Figure 1. Clock routing (run 1).
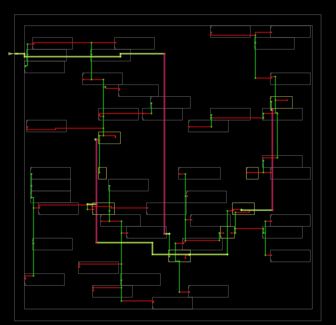
Figure 2. Wiring by layer (run 1).
Only two layers are drawn.
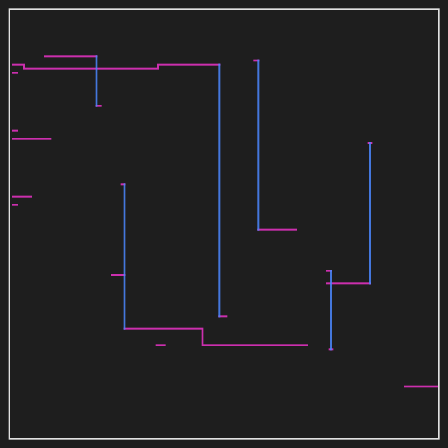
Figure 3. Signal wires on met1 (run 1).
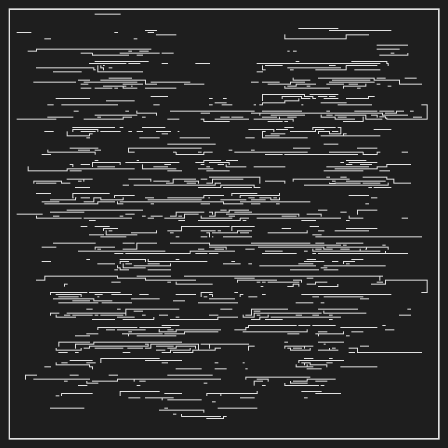
Design time_set_sequencer_flat, sky130hd; sources not shown.
==> impl_metrics.json, run 1 <==
{
  "outcome": "finished clean",
  "place_area_um2": 2338,
  "fillers": 508,
  "dp.final_hpwl_mm": 3.904,
  "avgSynthCellArea_um2": 9.862,
  "cts_setup_buffers": 0,
  "clock_path_buffers": 2,
  "synth_adder_area_share_pct": 2.884,
  "stdcell_count": 290,
  "most-common-layout-cells": "dfrtp_1, a21oi_1, nand2_1",
  "holdBufCountCts": 0,
  "finalSetupTns_ns": 0,
  "grt_pass1_vias": 1957,
  "yosys.area.top_type_share_pct": 47.29,
  "ys_warn_count": 0,
  "grt_util_met3_pct": 5.128,
  "logic_gates": 164,
  "setup_viol": 0,
  "met3_wirelength_um": 114,
  "hold_viol": 0,
  "final-nonclk-buf-share_pct": 5.339,
  "path_max_fanout": 15,
  "worstSetupEndpointType": "flip-flop",
  "drv_slew": 0,
  "largest_class": "logic gates",
  "yosys-top-cells-area": "dfrtp_1, a21oi_1, o31ai_1, or4_1, ha_1",
  "num_io_pins": 15,
  "cp_num_buf_inv": 0,
  "rows": 24,
  "ff_latch_area_um2": 1052,
  "nNonClkBuffers": 16,
  "fin_crit_ns": 2.584,
  "syn_area_um2": 2170,
  "path_cells": "ha_1 -> nand4_1 -> or4_1 -> or4_1 -> a21oi_1"
}
Notes on Figure 1 above:
Clock group: 0.341 mW
clock tree sinks: 42
clkbuf count: 5
flop count: 42
Skew-Pair Late Insertion Delay: 0.31 ns

Notes on Figure 2 above:
Blue stands for metal 4, wire length 137 µm. Magenta stands for metal 3, wire length 114 µm.
GRT Total Usage: 24.12%
drt wl/cell: 19.08 µm
final WL: 5.532 mm
Via Count: 1858

Notes on Figure 3 above:
The layer holds 44% of the routed length. The longest straight run is 32.7 µm. The layer carries 2420 µm of wire. 227 nets have wire on it.
M1 GR Usage: 29.96%

Figure 4. The metal 2 layer (run 1).
Cells faint in the background.
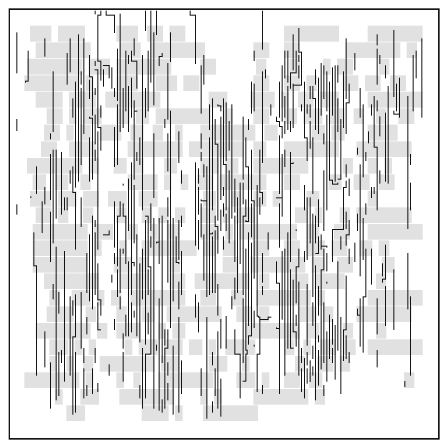

--- run 2 (diff from run 1) ---
--- a/config.mk
+++ b/config.mk
@@ -9,7 +9,7 @@
 export CELL_PAD_IN_SITES_DETAIL_PLACEMENT = 1
 export CELL_PAD_IN_SITES_GLOBAL_PLACEMENT = 1
 export CORE_MARGIN = 2
-export CORE_UTILIZATION = 49
+export CORE_UTILIZATION = 41
 export DETAILED_ROUTE_END_ITERATION = 12
 export GPL_ROUTABILITY_DRIVEN = 0
 export PLACE_DENSITY_LB_ADDON = 0.1
==> constraint.sdc (replaced) <==
create_clock -name Clk -period 2.25 [get_ports Clk]
set_clock_uncertainty 0.2 [all_clocks]
set_input_delay 0.3375 -clock Clk [delete_from_list [all_inputs] [get_ports Clk]]
set_output_delay 0.3375 -clock Clk [all_outputs]
set_load 0.1 [all_outputs]
Figure 5. The metal 2 layer (run 2).
Cells faint in the background.
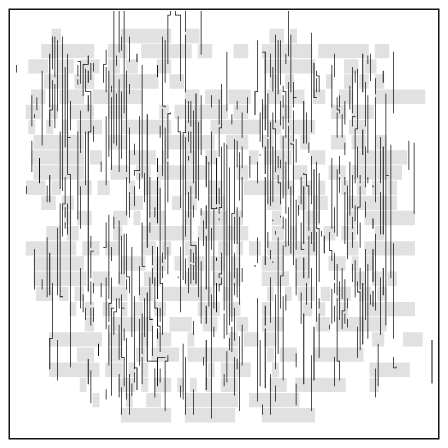
The longest straight run is 41.5 µm. The layer holds 53% of the routed length. The wires run mostly vertical. 245 nets have wire on it. The layer carries 3190 µm of wire.
global routing usage on met2: 37.72%
final WL: 6.059 mm

==> impl_metrics.json, run 2 <==
{
  "place_area_um2": 2489,
  "logic_gates": 166,
  "yosys.area.top_type_share_pct": 47.29,
  "path_max_fanout": 6,
  "synth_adder_area_share_pct": 2.884,
  "clock_path_buffers": 2,
  "cp_num_buf_inv": 0,
  "total_power_mw": 2.562,
  "core_area_um2": 5107,
  "powerComb_mw": 0.972,
  "clk_latency_ns": 0.30,
  "grtUsageMet1_pct": 24.85,
  "drv_slew": 0,
  "syn_area_um2": 2170,
  "final-nonclk-buf-share_pct": 10.68,
  "ys_warn_count": 0,
  "holdBufCountCts": 1,
  "dp.final_hpwl_mm": 4.216,
  "largest_class": "logic gates",
  "grt_pass1_vias": 2076,
  "setup_viol": 0,
  "grt_util_all_layers_pct": 21.09,
  "outcome": "finished clean",
  "path_cells": "nand4_4 -> or4_4 -> or4_1 -> a21oi_1",
  "fillers": 597,
  "antenna_found_initial": 0,
  "nClkBuffers": 7,
  "largestPowerGroup": "sequential cells",
  "ff_latch_area_um2": 1060,
  "ff2ff_setup_slack_ns": 0.02,
  "seq_cells": 42,
  "cts_setup_buffers": 0,
  "hold_viol": 0,
  "yosys-top-cells-area": "dfrtp_1, a21oi_1, o31ai_1, or4_1, ha_1",
  "met3_wirelength_um": 221,
  "worstSetupEndpointType": "flip-flop",
  "cts_sinks": 42,
  "most-common-layout-cells": "dfrtp_1, buf_4, a21oi_1",
  "rows": 26,
  "grt_util_met3_pct": 4.353,
  "wl_per_cell_um": 18.47,
  "avgSynthCellArea_um2": 9.862,
  "finalSetupTns_ns": 0
}
Figure 6. Clock routing (run 2).
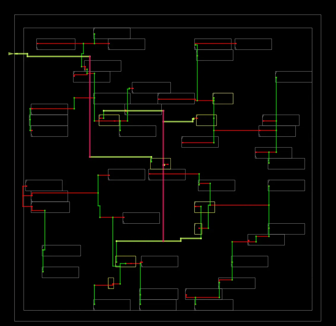

--- run 3 (diff from run 2) ---
--- a/config.mk
+++ b/config.mk
@@ -5,11 +5,12 @@
 export SDC_FILE = /design/constraint.sdc
 export NUM_CORES = 1
 export LEC_CHECK = 0
+export ABC_AREA = 1
 export CAP_MARGIN = 20
 export CELL_PAD_IN_SITES_DETAIL_PLACEMENT = 1
 export CELL_PAD_IN_SITES_GLOBAL_PLACEMENT = 1
 export CORE_MARGIN = 2
-export CORE_UTILIZATION = 41
+export CORE_UTILIZATION = 39
 export DETAILED_ROUTE_END_ITERATION = 12
 export GPL_ROUTABILITY_DRIVEN = 0
 export PLACE_DENSITY_LB_ADDON = 0.1
Figure 7. Clock routing (run 3).
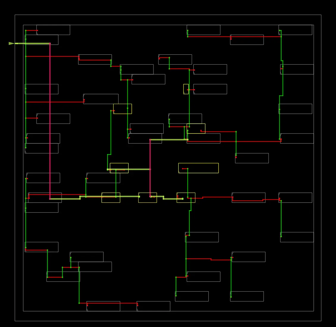
Clock group: 0.643 mW
Skew-Pair Late Insertion Delay: 0.30 ns
clkbuf count: 7
total CTS buffers: 5

==> impl_metrics.json, run 3 <==
{
  "outcome": "finished clean",
  "largest_class": "logic gates",
  "holdBufCountCts": 1,
  "met3_wirelength_um": 97,
  "most-common-layout-cells": "nand2_1, nor2_1, inv_1",
  "powerComb_mw": 0.730,
  "place_area_um2": 2745,
  "rows": 29,
  "cts_sinks": 42,
  "ff_latch_area_um2": 1052,
  "mappedNetlistNets": 364,
  "core_area_um2": 6314,
  "yosys-top-cells-area": "dfrtp_1, nand2_1, nor2_1, inv_1, nor3_1",
  "path_max_fanout": 20,
  "worst_slack_ns": 0.3123,
  "grt_pass1_vias": 2387,
  "cts_setup_buffers": 0,
  "total_power_mw": 2.299,
  "logic_gates": 253,
  "p_per_area_nw_per_um2": 798.4,
  "yosys.area.top_type_share_pct": 40.69,
  "yosys.area_share.simple_pct": 41.44,
  "avgSynthCellArea_um2": 7.162,
  "drv_slew": 0,
  "wl_per_cell_um": 14.20,
  "grt_util_all_layers_pct": 19.59,
  "setup_viol": 0,
  "path_cells": "inv_1 -> nand2_1 -> nor2_1 -> nand2_1 -> nor2_1 -> nand2_2 -> nand2_1 -> buf_12 -> nor3b_2",
  "worstSetupEndpointType": "flip-flop",
  "ff2ff_setup_slack_ns": 0.31,
  "warnings": 29,
  "synth_adder_area_share_pct": 2.481,
  "cp_num_buf_inv": 2,
  "finalSetupTns_ns": 0,
  "grtUsageMet1_pct": 26.09,
  "syn_area_um2": 2521,
  "fillers": 805,
  "hold_viol": 0,
  "clock_path_buffers": 2,
  "comb_share_pct": 43.46,
  "dp.final_hpwl_mm": 5.071,
  "globalRouteMet2Util_pct": 33.41
}
Power and IR drop assume default switching activity.
